==> src/rtl/custom_ahb_busmatrix_output_arbiter.sv <==
`default_nettype none
// ============================================================================
// Module      : custom_ahb_busmatrix_output_arbiter
// Description : Round-robin arbiter for one busmatrix output (slave) port.
//               Registers a one-hot address-phase grant and the matching
//               one-hot data-phase owner. It holds the grant across SEQ/BUSY
//               beats and across locked sequences.
// Revision    : 1.0 - initial release
// ============================================================================
module custom_ahb_busmatrix_output_arbiter #(
  parameter int NUM_MASTERS = 3,
  parameter int MID_W       = 2
) (
  input  logic                   HCLK,
  input  logic                   HRESETn,
  input  logic [NUM_MASTERS-1:0] req,
  input  logic [NUM_MASTERS-1:0] hmastlock,
  input  logic [1:0]             htrans_sel,
  input  logic                   HREADYM,
  output logic [NUM_MASTERS-1:0] addr_sel,
  output logic [NUM_MASTERS-1:0] data_sel,
  output logic                   no_port,
  output logic [MID_W-1:0]       master_id
);

  localparam logic [1:0] HTRANS_BUSY = 2'b01;
  localparam logic [1:0] HTRANS_SEQ  = 2'b11;

  logic [NUM_MASTERS-1:0] addr_sel_r;
  logic [NUM_MASTERS-1:0] data_sel_r;
  logic [MID_W-1:0]       ptr_r;

  logic [MID_W-1:0]       grant_idx;
  logic                   granted;
  logic                   hold;
  logic                   win_found;
  logic [MID_W-1:0]       win_idx;
  int                     search_idx;

  assign granted   = |addr_sel_r;
  assign addr_sel  = addr_sel_r;
  assign data_sel  = data_sel_r;
  assign no_port   = ~granted;
  assign master_id = grant_idx;

  // Binary encode the one-hot address grant; zero when nobody owns the port.
  always_comb begin
    grant_idx = '0;
    for (int i = 0; i < NUM_MASTERS; i++) begin
      if (addr_sel_r[i]) grant_idx = MID_W'(i);
    end
  end

  // The current owner keeps the port while locked, or mid-burst while it
  // still requests. A locked owner keeps it even through IDLE with no req.
  always_comb begin
    hold = 1'b0;
    if (granted) begin
      if (hmastlock[grant_idx]) begin
        hold = 1'b1;
      end else if (((htrans_sel == HTRANS_SEQ) || (htrans_sel == HTRANS_BUSY)) &&
                   req[grant_idx]) begin
        hold = 1'b1;
      end
    end
  end

  // Round-robin search beginning one past the last winner, wrapping to 0.
  always_comb begin
    win_found  = 1'b0;
    win_idx    = '0;
    search_idx = 0;
    for (int k = 1; k <= NUM_MASTERS; k++) begin
      search_idx = (int'(ptr_r) + k) % NUM_MASTERS;
      if (!win_found && req[search_idx]) begin
        win_found = 1'b1;
        win_idx   = MID_W'(search_idx);
      end
    end
  end

  // Grant, data-phase owner and pointer only move on a completed transfer.
  always_ff @(posedge HCLK or negedge HRESETn) begin
    if (!HRESETn) begin
      addr_sel_r <= '0;
      data_sel_r <= '0;
      ptr_r      <= MID_W'(NUM_MASTERS - 1);
    end else if (HREADYM) begin
      data_sel_r <= addr_sel_r;
      if (hold) begin
        addr_sel_r <= addr_sel_r;
      end else if (win_found) begin
        addr_sel_r <= NUM_MASTERS'(1) << win_idx;
        ptr_r      <= win_idx;
      end else begin
        addr_sel_r <= '0;
      end
    end
  end

endmodule
`default_nettype wire
==> config.mk <==
export PLATFORM = sky130hd
export DESIGN_NAME = custom_ahb_busmatrix_output_arbiter
export DESIGN_NICKNAME = d
export VERILOG_FILES = /design/src/rtl/custom_ahb_busmatrix_output_arbiter.sv
export SDC_FILE = /design/constraint.sdc
export NUM_CORES = 1
export LEC_CHECK = 0
export CAP_MARGIN = 20
export CORE_MARGIN = 4
export CORE_UTILIZATION = 40
export CTS_BUF_LIST = sky130_fd_sc_hd__clkbuf_8
export DETAILED_ROUTE_END_ITERATION = 6
export PLACE_DENSITY = 0.79
export SETUP_SLACK_MARGIN = 0.4
export SLEW_MARGIN = 20
export SYNTH_ARGS = -nofsm -noshare
export SYNTH_HDL_FRONTEND = slang
export SYNTH_SLANG_ARGS = --single-unit
==> constraint.sdc <==
create_clock -name HCLK -period 3.9 [get_ports HCLK]
set_input_delay 0.78 -clock HCLK [delete_from_list [all_inputs] [get_ports HCLK]]
set_output_delay 0.78 -clock HCLK [all_outputs]
set_load 0.02 [all_outputs]
==> changes_impl.md, run 1 <==
### Changed

- Run status: finished, final reports clean
- Die area: 2280 um^2
- Worst Clk Skew: 0.00517 ns
- Die height: 47.8 um
- Synthesis-to-finish area growth: 36.8%
- Power dissipated in sequential cells: 167 uW
- Crit Reg-Reg Startpoint: ptr_r[1]$_DFFE_PN1P_
- Area fraction of clock buffers and clock inverters: 5.20%
- Number of non-clock inverters: 5
- Detailed-routing iteration count for the pre-antenna-repair pass: 2
- Input/output buffers: 18
- Core region area: 1510 um^2
- Vias in the first global route: 502
- Crit path time final: 2.36 ns
- Worst-Margin Slew: 0.370 ns
- TritonCTS sink count: 8
- Number of instances in the synthesized netlist: 70
- Post-route clock period utilization: 60.6%
- Final global-route overflow total: 0
- Netlist area before placement: 633 um^2
- Maximum number of pins on one net before global-route repair: 12
- Number of vias in the routed layout: 568
- Cell internal pwr: 418 uW
- Number of ports placed on the die boundary: 20
- Met2 routing resource usage after global routing: 21.4%
- Comb pwr: 466 uW
- Largest stage delay, worst path: 0.59 ns
- Ys flops: 8
- TritonCTS clock tree: built
- Sum of net half-perimeters after detailed placement: 1120 um
- Routed length on met3: 46 um
- CTS H-tree lvls: 1
- Average vias per placed instance: 5.36
- WP data required: 3.12 ns
- Residual antenna-violating net count after detailed routing: 0
- Synth warnings: 0
- Top pwr grp: combinational logic
- Combinational gates: 55
- HP Class: reg -> reg
- Final worst hold slack: 0.501 ns
- Highest ir drop seen on vdd: 479 uV
- Sequential fraction of the synthesis area: 31.8%
- Final setup vio count: 0
- Yosys stat cell total: 70
- Number of failing hold endpoints at the final stage: 0
- Post-synth top area share: 27.7%
- Fraction of met3 tracks used by global routing: 1.13%
- Power density cells: 843 nW/um^2
- Rel. slew slack: 75.3%
- Logic family by area: AND-OR/OR-AND gates
- Largest cell class: combinational gates
- Number of synthesized flops with an enable pin: 0
- Met1 wire length: 634 um
- Xor/xnor cell area share of the yosys netlist: 0%
- Power Total: 730 uW
- Hold-critical path endpoint: data_sel[1]$_DFFE_PN0P_
- Share of final layout cell area taken by non-clock buffers: 20.8%
- Sequential cell count: 8
- Cell area reported after detailed placement: 821 um^2
- # Max-Cap Violations: 0
- Post-route core utilization: 57.5%
- Number of stages on the worst setup path: 3
- Leakage component of the power: 0.000365 uW
- Worst path top cell family by delay: buffers and inverters
- Ordered cell list for the critical path: or2b_1 > inv_1 > clkdlybuf4s50_1
- Worst setup slack before clock tree synthesis: 1.66 ns
- Accumulated negative setup slack: 0 ns
- Compound Share, Synth: 27.1%
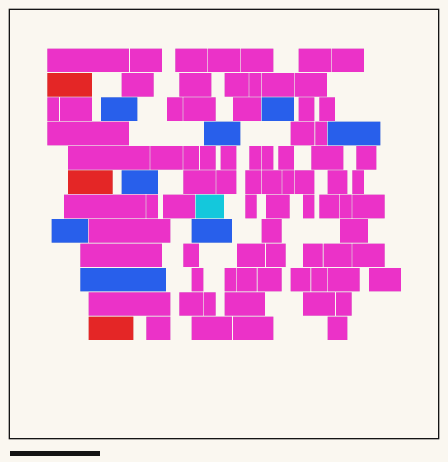
Fig. 1. Cells by drive strength (run 1).
Bar = 10 um.
_2 cells -> blue  # cells 8, share 8.9%
_6 and larger -> red  # cells 3, share 3.3%
_3 and _4 cells -> cyan  # cells 1, share 1.1%
_0 and _1 cells -> magenta  # cells 78, share 87%

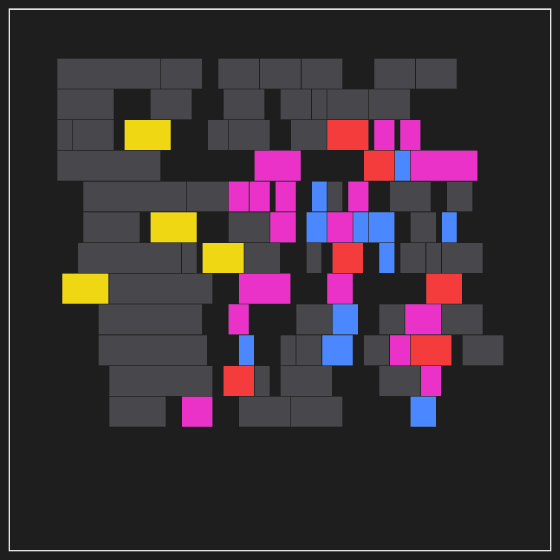
Fig. 2. Selected gate families (run 1).
nand cells -> blue  # cells 11
mux cells -> yellow  # cells 4, where left middle
non-inverting ao/oa cells -> red  # cells 6
aoi and oai cells -> magenta  # cells 17
final std cells w/o fill: 106
logic gate fraction of the total cell area: 46.2%
most frequent standard cell in the layout excluding fill and tap cells: sky130_fd_sc_hd__clkdlybuf4s50_1

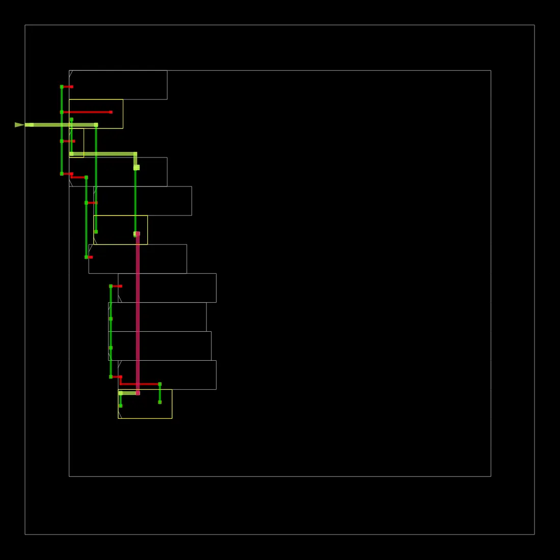
Fig. 3. Clock wiring as the flow saved it (run 1).
final-layout clock buffer total: 3
power drawn by the clock network: 97.4 uW

--- run 2 (diff from run 1) ---
Clock period 3.9 ns to 2.2 ns, I/O delays scaled along.
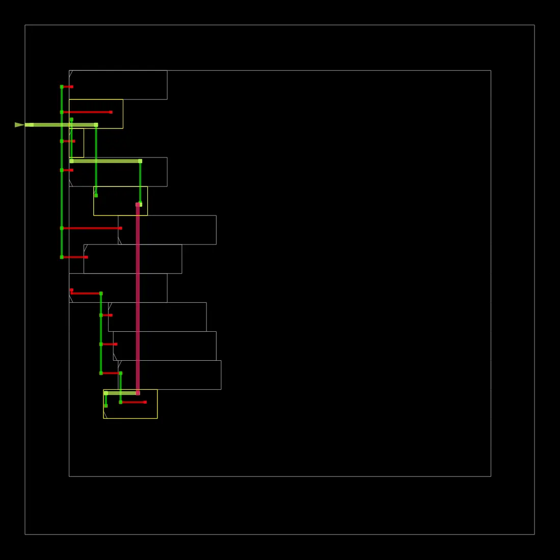
Fig. 4. Clock wiring as the flow saved it (run 2).
power drawn by the clock network: 174 uW
Worst Clk Skew: 0.00640 ns
TritonCTS sink count: 8

==> run 2 against run 1 <==
  * Count of clock-buffer cells in the layout unchanged
  * Area after synthesis unchanged
  * Final area increased by 5.8%
  * Sequential power grew 85%
  * Highest routed layer unchanged
  * Final cell count stayed put
  * Worst setup slack lost 1.1 ns
  * Register-to-register slack worse by 1.6 ns
  * Power rose by 91%
  * Synthesized cell count unchanged
  * Flip-flop count unchanged
==> changes_impl.md, run 2 <==
### Changed

- Run status: finished, final reports clean
- Maximum number of pins on one net before global-route repair: 12 (unchanged)
- Power density cells: 1530 nW/um^2 (+81%)
- Residual antenna-violating net count after detailed routing: 0 (unchanged)
- Die area: 2280 um^2 (unchanged)
- Sum of net half-perimeters after detailed placement: 1110 um (-1.5%)
- Power Total: 1400 uW (+91%)
- CTS H-tree lvls: 1 (unchanged)
- Sequential cell count: 8 (unchanged)
- Worst setup slack before clock tree synthesis: 0.282 ns (-1.38 ns)
- Top pwr grp: combinational logic
- Core region area: 1510 um^2 (unchanged)
- Number of synthesized flops with an enable pin: 0 (unchanged)
- Largest cell class: combinational gates
- Accumulated negative setup slack: 0 ns (unchanged)
- Compound Share, Synth: 27.1% (unchanged)
- Number of ports placed on the die boundary: 20 (unchanged)
- Final worst hold slack: 0.473 ns (-0.0285 ns)
- Logic gate fraction of the total cell area: 48.6% (+2.4 points)
- Share of final layout cell area taken by non-clock buffers: 20.1% (-0.73 points)
- Largest stage delay, worst path: 0.56 ns (-0.03 ns)
- Final-layout clock buffer total: 3 (unchanged)
- Fraction of met3 tracks used by global routing: 1.13% (unchanged)
- Met2 routing resource usage after global routing: 19.8% (-1.6 points)
- Area fraction of clock buffers and clock inverters: 4.92% (-0.28 points)
- Average vias per placed instance: 5.34 (-0.35%)
- Number of instances in the synthesized netlist: 70 (unchanged)
- Number of vias in the routed layout: 566 (-0.35%)
- HP Class: in -> async
- Synthesis-to-finish area growth: 44.7%
- Routed length on met3: 39 um (-15%)
- Final global-route overflow total: 0 (unchanged)
- Yosys stat cell total: 70 (unchanged)
- Post-synth top area share: 27.7% (unchanged)
- Crit Reg-Reg Startpoint: ptr_r[1]$_DFFE_PN1P_
- Leakage component of the power: 0.000385 uW (+5.5%)
- Post-route core utilization: 60.8% (+3.3 points)
- Combinational gates: 55 (unchanged)
--- run 3 (diff from run 2) ---
Settings changed: PLACE_DENSITY 0.79 to 0.81.
Clock period 2.2 ns to 1.5 ns, I/O delays scaled along.
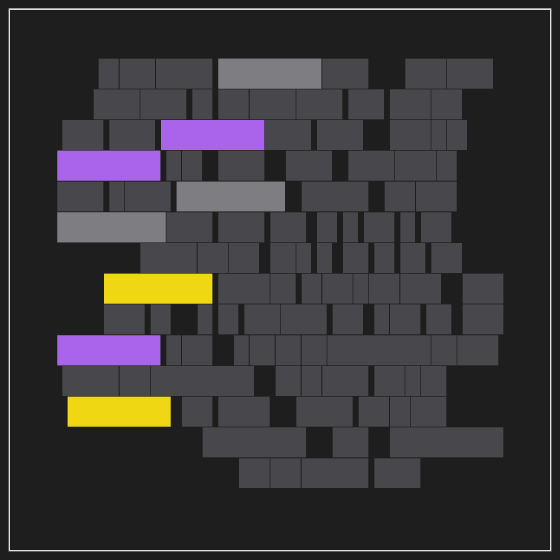
Fig. 5. Sequential cells grouped by signal name (run 3).
data_sel -> purple  # placed flops 3
ptr_r -> yellow  # placed flops 2
not colored = 3
sequential cell area in the final layout: 204 um^2
share of the final layout cell area in sequential cells: 18.0%

==> run 3 against run 2 <==
  * The run now ends with negative setup slack left
  * Final area up 24%
  * Die size unchanged
  * Area after synthesis unchanged
  * Sequential power up 39%
  * Synthesized cell count unchanged
  * Fmax up 5.1%
  * Final cell count up 20%
  * Clock skew about the same
  * Clock power up about 50%
  * Worst setup slack worse by 0.61 ns
  * Critical endpoint is now addr_sel[0]$_DFFE_PN0P_
  * Largest cell class unchanged
==> changes_impl.md, run 3 <==
### Changed

- Logic gate fraction of the total cell area: 42.5% (-6.1 points)
- Highest-utilization routing layer at the global route stage: met2
- Fraction of met3 tracks used by global routing: 5.26% (+4.1 points)
- Combinational gates: 55 (unchanged)
- TritonCTS sink count: 8 (unchanged)
- Worst setup slack before clock tree synthesis: -0.254 ns (-0.536 ns)
- Sequential fraction of the synthesis area: 31.8%
- Power density cells: 2340 nW/um^2 (+53%)
- Final worst hold slack: 0.346 ns (-0.127 ns)
- Crit path launch type: flop
- Met2 routing resource usage after global routing: 31.7% (+12 points)
- Post-synth top area share: 27.7% (unchanged)
- Sum of net half-perimeters after detailed placement: 1440 um (+30%)
- Crit path time final: 1.71 ns
- Reg2Reg Depth: 5
- Number of instances in the synthesized netlist: 70 (unchanged)
- Met2 WL: 1090 um
- Final count of pins violating max slew: 0
- Die area: 2280 um^2 (unchanged)
- Bufs and invs on worst path: 0
- Sequential cell count: 8 (unchanged)
- Compound Share, Synth: 27.1% (unchanged)
- Unrepaired setup endpoints after global routing: yes
- Wire per inst: 16.1 um
- Finished layout cell area: 1140 um^2
- Largest stage delay, worst path: 0.56 ns (about the same)
- Cells after DPL: 117
- Worst Clk Skew: 0.00635 ns (-0.0000551 ns)
- Power Total: 2660 uW (+90%)
- Average vias per placed instance: 5.52 (+3.4%)
- Vias in the first global route: 697
- Cts bufs inserted: 3
- Number of non-clock inverters: 5
- Highest ir drop seen on vdd: 1720 uV
- Accumulated negative setup slack: -0.946 ns (-0.946 ns)
- Residual antenna-violating net count after detailed routing: 0 (unchanged)
- Comb pwr: 1970 uW
- Number of stages on the worst setup path: 5
- Largest cell class: combinational gates
- Count of inserted antenna diode cells: 0
- Synth Area in Simple Gates: 23.3%
- Power drawn by the clock network: 261 uW (+50%)
- Post-route core utilization: 75.4% (+15 points)
- Core region area: 1510 um^2 (unchanged)
- Detailed-routing iteration count for the pre-antenna-repair pass: 4
- Run status: finished with violations
- Number of vias in the routed layout: 701 (+24%)
- Number of post-CTS setup repair buffers: 4
- Number of warnings in the stage logs: 32
- Leakage component of the power: 0.000507 uW (+32%)
- Total of fill cells in the finished design: 99
- Violations in the final reports: negative setup slack
- Routed length on met3: 82 um (+110%)
- Final global-route overflow total: 0 (unchanged)
- Fraction of the core area occupied by cells at floorplan: 42.0%
- CTS H-tree lvls: 1 (unchanged)
- Smallest setup slack after layout: -0.212 ns
- HP Class: in -> async
- Chip width: 47.8 um
- Cell area reported after detailed placement: 972 um^2
- Worst R2R End: addr_sel[0]$_DFFE_PN0P_
- Share of final layout cell area taken by non-clock buffers: 32.2% (+12 points)
- Number of synthesized flops with an enable pin: 0 (unchanged)
- Top pwr grp: combinational logic
- Yosys stat cell total: 70 (unchanged)
- Input/output buffers: 18
- Number of ports placed on the die boundary: 20 (unchanged)
- Multiplexer share of the synthesized area: 6.92%
- Maximum number of pins on one net before global-route repair: 9 (-3)
- Area fraction of clock buffers and clock inverters: 3.96% (-0.95 points)
- Crit Reg-Reg Startpoint: ptr_r[1]$_DFFE_PN1P_
- Final-layout clock buffer total: 3 (unchanged)
- Final setup vio count: 5
- Synthesis-to-finish area growth: 79.4%
- WP data required: 1.63 ns
- Leading post-synthesis cells by instance count: sky130_fd_sc_hd__dfrtp_1, sky130_fd_sc_hd__a21oi_1, sky130_fd_sc_hd__nand2_1
Power and IR drop assume default switching activity.
